## config.mk

```make
export PLATFORM = sky130hd
export DESIGN_NAME = tnoc_vc_fifo_flat
export DESIGN_NICKNAME = d
export VERILOG_FILES = /design/src/rtl/tnoc_vc_fifo_if.sv /design/src/rtl/tnoc_vc_fifo.sv /design/src/flat_wrapper.sv
export SDC_FILE = /design/constraint.sdc
export NUM_CORES = 1
export LEC_CHECK = 0
export CAP_MARGIN = 5
export CORE_MARGIN = 1
export CORE_UTILIZATION = 55
export DETAILED_ROUTE_END_ITERATION = 12
export PLACE_DENSITY = 0.86
export SETUP_SLACK_MARGIN = 0.02
export SLEW_MARGIN = 15
export SYNTH_ARGS = -nofsm -noshare
export SYNTH_HDL_FRONTEND = slang
export SYNTH_SLANG_ARGS = --single-unit
```

## constraint.sdc

```tcl
create_clock -name clk -period 3.8 [get_ports clk]
set_input_delay 0.95 -clock clk [delete_from_list [all_inputs] [get_ports clk]]
set_output_delay 0.95 -clock clk [all_outputs]
set_load 0.01 [all_outputs]
```

## src/rtl/tnoc_vc_fifo_if.sv

```systemverilog
// Handshake bundle for the multi-channel VC FIFO.
// master drives writes/reads/clears, slave returns per-channel status.
interface tnoc_vc_fifo_if #(
  parameter int WIDTH    = 8,
  parameter int DEPTH    = 8,
  parameter int CHANNELS = 2
);
  localparam int CW = $clog2(DEPTH + 1);

  logic [CHANNELS-1:0]       i_clear;
  logic [CHANNELS-1:0]       i_push;
  logic [WIDTH-1:0]          i_data;
  logic [CHANNELS-1:0]       i_pop;
  logic [CHANNELS*WIDTH-1:0] o_data;
  logic [CHANNELS-1:0]       o_empty;
  logic [CHANNELS-1:0]       o_almost_full;
  logic [CHANNELS-1:0]       o_full;
  logic [CHANNELS*CW-1:0]    o_count;
  logic [CHANNELS-1:0]       o_overflow;
  logic [CHANNELS-1:0]       o_underflow;

  modport master (
    output i_clear, i_push, i_data, i_pop,
    input  o_data, o_empty, o_almost_full, o_full,
    input  o_count, o_overflow, o_underflow
  );

  modport slave (
    input  i_clear, i_push, i_data, i_pop,
    output o_data, o_empty, o_almost_full, o_full,
    output o_count, o_overflow, o_underflow
  );
endinterface

```

## src/rtl/tnoc_vc_fifo.sv

```systemverilog
// Virtual-channel FIFO: CHANNELS independent FWFT queues sharing one
// write port, with per-channel clear, occupancy and sticky error flags.
module tnoc_vc_fifo #(
  parameter int WIDTH     = 8,
  parameter int DEPTH     = 8,
  parameter int CHANNELS  = 2,
  parameter int THRESHOLD = DEPTH
) (
  input logic           clk,
  input logic           rst,
  tnoc_vc_fifo_if.slave bus
);
  localparam int CW = $clog2(DEPTH + 1);
  localparam int PW = $clog2(DEPTH);

  logic             push_multi;
  logic [WIDTH-1:0] head  [CHANNELS];
  logic [CW-1:0]    cnt_w [CHANNELS];
  logic             ovf_w [CHANNELS];
  logic             udf_w [CHANNELS];

  // More than one push bit set means an illegal write: nothing is stored.
  assign push_multi =
    |(bus.i_push & (bus.i_push - CHANNELS'(1)));

  // Pointer advance with explicit wrap so any DEPTH works.
  function automatic logic [PW-1:0] inc(input logic [PW-1:0] p);
    return (p == PW'(DEPTH - 1)) ? '0 : p + 1'b1;
  endfunction

  for (genvar c = 0; c < CHANNELS; c++) begin : g_ch
    logic [WIDTH-1:0] mem [DEPTH];
    logic [PW-1:0]    wp, rp;
    logic [CW-1:0]    cnt;
    logic             ovf, udf;
    logic             clr, full, empty;
    logic             push_acc, pop_acc, ovf_set, udf_set;

    assign clr      = bus.i_clear[c];
    assign full     = (cnt == CW'(DEPTH));
    assign empty    = (cnt == '0);
    assign pop_acc  = bus.i_pop[c] & ~empty & ~clr;
    assign push_acc = bus.i_push[c] & ~push_multi & ~clr
                    & (~full | bus.i_pop[c]);
    assign ovf_set  = bus.i_push[c] & ~clr
                    & (push_multi | (full & ~bus.i_pop[c]));
    assign udf_set  = bus.i_pop[c] & empty & ~clr;

    // Storage write; contents are masked by o_empty so need no reset.
    always_ff @(posedge clk) begin
      if (push_acc) mem[wp] <= bus.i_data;
    end

    // Pointers, occupancy and sticky flags.
    always_ff @(posedge clk or posedge rst) begin
      if (rst) begin
        wp  <= '0;
        rp  <= '0;
        cnt <= '0;
        ovf <= 1'b0;
        udf <= 1'b0;
      end else if (clr) begin
        wp  <= '0;
        rp  <= '0;
        cnt <= '0;
        ovf <= 1'b0;
        udf <= 1'b0;
      end else begin
        if (push_acc) wp <= inc(wp);
        if (pop_acc)  rp <= inc(rp);
        cnt <= cnt + CW'(push_acc) - CW'(pop_acc);
        if (ovf_set)  ovf <= 1'b1;
        if (udf_set)  udf <= 1'b1;
      end
    end

    assign head[c]  = empty ? '0 : mem[rp];
    assign cnt_w[c] = cnt;
    assign ovf_w[c] = ovf;
    assign udf_w[c] = udf;
  end

  // Pack per-channel state onto the flat status buses.
  always_comb begin
    bus.o_data        = '0;
    bus.o_count       = '0;
    bus.o_empty       = '0;
    bus.o_full        = '0;
    bus.o_almost_full = '0;
    bus.o_overflow    = '0;
    bus.o_underflow   = '0;
    for (int c = 0; c < CHANNELS; c++) begin
      bus.o_data[c*WIDTH +: WIDTH] = head[c];
      bus.o_count[c*CW +: CW]      = cnt_w[c];
      bus.o_empty[c]       = (cnt_w[c] == '0);
      bus.o_full[c]        = (cnt_w[c] == CW'(DEPTH));
      bus.o_almost_full[c] = (cnt_w[c] >= CW'(THRESHOLD));
      bus.o_overflow[c]    = ovf_w[c];
      bus.o_underflow[c]   = udf_w[c];
    end
  end

  // Flag illegal multi-hot writes in simulation.
  always_ff @(posedge clk) begin
    if (!rst) begin
      assert (!push_multi)
        else $warning("tnoc_vc_fifo: i_push not one-hot");
    end
  end
endmodule
```

## src/flat_wrapper.sv

```systemverilog
// flat-port wrapper written by rule: the top's interface ports become plain ports
module tnoc_vc_fifo_flat 
#(
  parameter int WIDTH     = 8,
  parameter int DEPTH     = 8,
  parameter int CHANNELS  = 2,
  parameter int THRESHOLD = DEPTH
)
  (clk, rst, bus_i_clear, bus_i_push, bus_i_data, bus_i_pop, bus_o_data, bus_o_empty, bus_o_almost_full, bus_o_full, bus_o_count, bus_o_overflow, bus_o_underflow);
  tnoc_vc_fifo_if #(.WIDTH(WIDTH), .DEPTH(DEPTH), .CHANNELS(CHANNELS)) bus_i ();
  input logic clk;
  input logic rst;
  input wire logic [$bits(bus_i.i_clear)-1:0] bus_i_clear;
  input wire logic [$bits(bus_i.i_push)-1:0] bus_i_push;
  input wire logic [$bits(bus_i.i_data)-1:0] bus_i_data;
  input wire logic [$bits(bus_i.i_pop)-1:0] bus_i_pop;
  output wire logic [$bits(bus_i.o_data)-1:0] bus_o_data;
  output wire logic [$bits(bus_i.o_empty)-1:0] bus_o_empty;
  output wire logic [$bits(bus_i.o_almost_full)-1:0] bus_o_almost_full;
  output wire logic [$bits(bus_i.o_full)-1:0] bus_o_full;
  output wire logic [$bits(bus_i.o_count)-1:0] bus_o_count;
  output wire logic [$bits(bus_i.o_overflow)-1:0] bus_o_overflow;
  output wire logic [$bits(bus_i.o_underflow)-1:0] bus_o_underflow;
  assign bus_i.i_clear = bus_i_clear;
  assign bus_i.i_push = bus_i_push;
  assign bus_i.i_data = bus_i_data;
  assign bus_i.i_pop = bus_i_pop;
  assign bus_o_data = bus_i.o_data;
  assign bus_o_empty = bus_i.o_empty;
  assign bus_o_almost_full = bus_i.o_almost_full;
  assign bus_o_full = bus_i.o_full;
  assign bus_o_count = bus_i.o_count;
  assign bus_o_overflow = bus_i.o_overflow;
  assign bus_o_underflow = bus_i.o_underflow;
  tnoc_vc_fifo #(.WIDTH(WIDTH), .DEPTH(DEPTH), .CHANNELS(CHANNELS), .THRESHOLD(THRESHOLD)) u_core (.clk(clk), .rst(rst), .bus(bus_i));
endmodule
```

==> run_1/registers.png <==
(3 px per um) Other sequential cells in the stronger grey, the rest of the logic in the fainter grey.
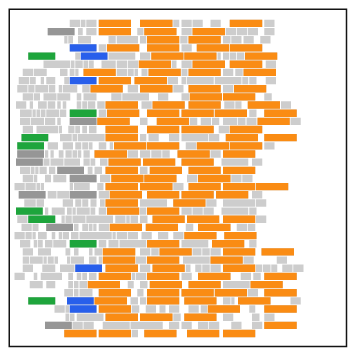
- green: u_core.g_ch.cnt (flops 8)
- orange: u_core.g_ch.mem (flops 128)
- blue: u_core.g_ch.rp (flops 6)
Reg area: 0.00444 sq mm
total sequential power: 1940 uW
Seq/total area: 0.564
Final Util: 0.679

==> run_1/met2.png <==
(3 px per um)
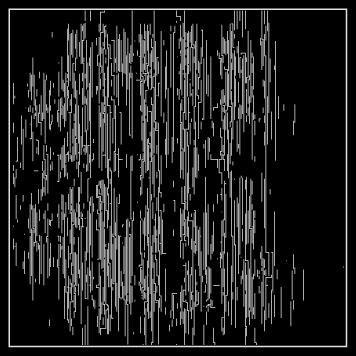
- wire length on this layer: 7220 um
- nets with wire on the layer: 487

==> run_1/final_congestion.png <==
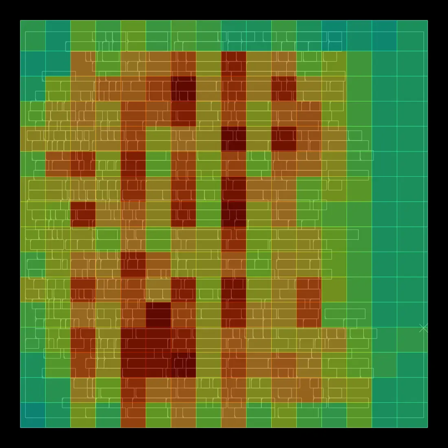
met2 Resource Use GR: 0.416
GR Layer Usage met1: 0.253
grt met3 use: 0.0517
busiest grt layer: met2

==> results.sh, run 1 <==
# physical design summary
export IMPL_status="complete, but fails checks"
export IMPL_violations="design-rule violations"
export IMPL_fp_dieH_um=112
export IMPL_setup_viol=0
export IMPL_dp_hpwl_um=8150
export IMPL_p_sw_uw=1280
export IMPL_top_cell="edfxtp_1"
export IMPL_wl_per_cell_um=20.2
export IMPL_clkPwrFrac=0.347
export IMPL_p_leak_uw=0.00282
export IMPL_top_cells_by_count="edfxtp_1 (128), mux2i_1 (68), a22oi_1 (32), dfrtp_1 (24), nor2_1 (21)"
export IMPL_drc=1
export IMPL_synth_adder_area_share=0.0437
export IMPL_fin_nets=539
export IMPL_timing_reg2reg_setup_slack_ns=0.94
export IMPL_critical_path_arrival_ns=2.56
export IMPL_topCellsByArea="edfxtp_1 (58%), mux2i_1 (10%), dfrtp_1 (9.0%), ha_1 (3.8%), a22oi_1 (3.6%)"
export IMPL_ios=50
export IMPL_die_w_um=112
export IMPL_r2r_end="u_core.g_ch[1].cnt[3]"
export IMPL_async_flop_share=0.158
export IMPL_path_max_fanout=31
export IMPL_fmax_ghz=0.285
export IMPL_min_to="u_core.g_ch[1].udf"
export IMPL_antenna_found_initial=0
export IMPL_final_common_cell="edfxtp_1"
export IMPL_ys_area_sq_mm=0.00665
export IMPL_top_layer_used="met4"
export IMPL_vias=3941
export IMPL_clk_pin_slew_worst_paths_ns=0.06
export IMPL_yosys_warnings=0
export IMPL_ys_sh_aoi=0.0527
export IMPL_rsz0062_at_grt="no"
export IMPL_wl_um=13300
==> run 1: cell type report <==
class / count / area (sq um)
fillers: 723 / 3730
inverters: 18 / 67.6
well taps: 143 / 179
multi-input cells: 248 / 1980
repair buffers: 64 / 616
clock buffers: 23 / 468
flip-flops and latches: 152 / 4440
clock inverters: 9 / 126
==> run 1: worst max-delay path, cell delays in order, from the launching register on <==
cell and delay (ns):
dfrtp_1 0.44, buf_4 0.49, mux2i_1 0.16, a22oi_1 0.27
and3_1 0.21, clkdlybuf4s50_1 0.56
==> run 1: sequential cells by signal (all words and copies together), names as in the netlist <==
register and flops:
u_core.g_ch.cnt 8, u_core.g_ch.mem 128, u_core.g_ch.ovf 2, u_core.g_ch.rp 6, u_core.g_ch.udf 2, u_core.g_ch.wp 6
==> run 2, diff against run 1 <==
- CORE_UTILIZATION: 55 -> 63
- PLACE_DENSITY: 0.86 -> 0.95
==> results.sh, run 2 <==
# physical design summary
export IMPL_drc=0
export IMPL_clockBufferCount=21
export IMPL_critPathSlowestCell="dfrtp_1"
export IMPL_critical_path_arrival_ns=2.68
export IMPL_synth_adder_area_share=0.0437
export IMPL_setup_viol=0
export IMPL_path_delay_family="buffers and inverters"
export IMPL_seq_share=0.563
export IMPL_die_w_um=105
export IMPL_wl_per_cell_um=22.7
export IMPL_buf_share=0.0786
export IMPL_fill_cells=536
export IMPL_final_common_cell="edfxtp_1"
export IMPL_cp_num_cells=5
export IMPL_dp_hpwl_um=8690
export IMPL_clkCellAreaFrac=0.0769
export IMPL_largest_reg_flops=128
export IMPL_top_cell="edfxtp_1"
export IMPL_inv_count=18
export IMPL_clkPwrFrac=0.353
export IMPL_tap_cells=136
export IMPL_status="complete, no violations"
export IMPL_sh_comb_area=0.251
export IMPL_p_leak_uw=0.00283
export IMPL_critical_path_buf_inv_count=2
export IMPL_clk_pin_slew_worst_paths_ns=0.06
export IMPL_topCellsByArea="edfxtp_1 (58%), mux2i_1 (10%), dfrtp_1 (9.0%), ha_1 (3.8%), a22oi_1 (3.6%)"
export IMPL_fin_nets=538
export IMPL_slowest_delay_ns=0.65
export IMPL_seq_cells=152
export IMPL_antenna_found_initial=0
export IMPL_r2r_end="u_core.g_ch[0].cnt[3]"
export IMPL_path_max_fanout=27
export IMPL_comb_cells=248
export IMPL_top_cells_by_count="edfxtp_1 (128), mux2i_1 (68), a22oi_1 (32), dfrtp_1 (24), nor2_1 (21)"
export IMPL_timing_reg2reg_setup_slack_ns=0.91
export IMPL_fmax_ghz=0.276
export IMPL_async_flop_share=0.158
## run 2: power groups by stage
stage | sequential [uW] | combinational [uW] | clock [uW]
detailed placement | 1970 | 1230 | 0
global route | 1950 | 1360 | 1830
CTS | 1940 | 1260 | 1760
finish | 1950 | 1260 | 1750
floorplan | 1960 | 753 | 0
global placement | 1970 | 1170 | 0
## run 2: through the flow
stage | instances | total power [uW] | util
after floorplan | 446 | 2710 | -
after global placement | 617 | 3140 | 0.708
after detailed placement | 617 | 3200 | 0.708
after CTS | 649 | 4960 | 0.767
after global routing | 649 | 5140 | 0.768
final | 649 | 4960 | 0.768
## run 2: routing by layer
layer,up-vias,global-route usage,part of all wire
met5,-,0,0
met4,0,0.156,0.033
met3,47,0.0661,0.071
met2,249,0.450,0.50
met1,2072,0.365,0.39
li1,1790,-,-
==> run_2/met2.png <==
(4 px per um)
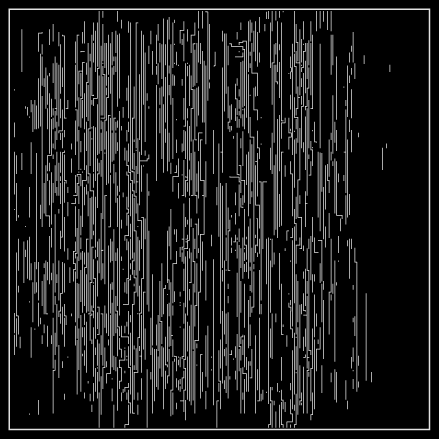
- wire length on this layer: 7410 um
- nets with wire on the layer: 499
- main direction: vertical
Via Count: 4158
Routed WL: 14700 um
met2 Resource Use GR: 0.450

==> run_2/drive_strength.png <==
(4 px per um)
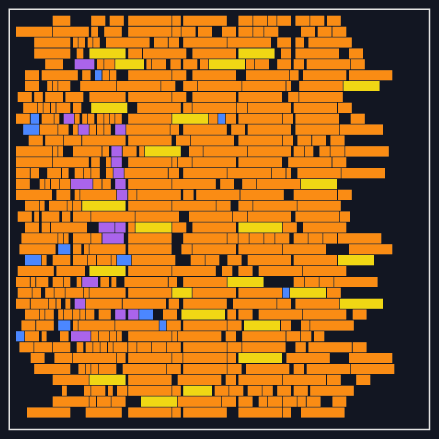
- blue: drive 2 (cells 12; share 2.3%)
- orange: drive 1 or less (cells 459; share 89%)
- purple: drive 3 to 4 (cells 18; share 3.5%)
- yellow: drive 6 and up (cells 24; share 4.7%)

==> run_2/zoom.png <==
Region (40, 40) to (65, 65) um. Cells in grey, sequential cells in the stronger grey; small squares are vias.
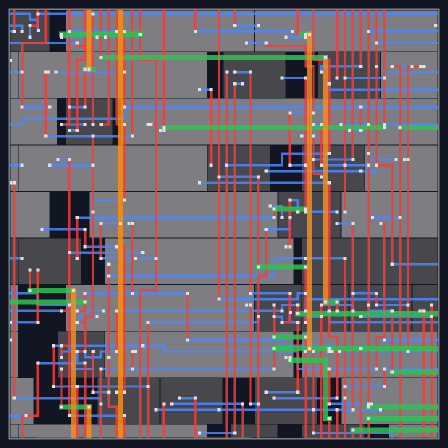
- green: met3
- blue: met1
- red: met2
- orange: met4
- netlist names of flops here include: u_core.g_ch.mem (13)
- sequential cells in the window: 13
- most frequent: edfxtp_1 (13), mux2i_1 (10), a22oi_1 (6)
- cells with their middle in the window: 30

Power and IR drop assume default switching activity.
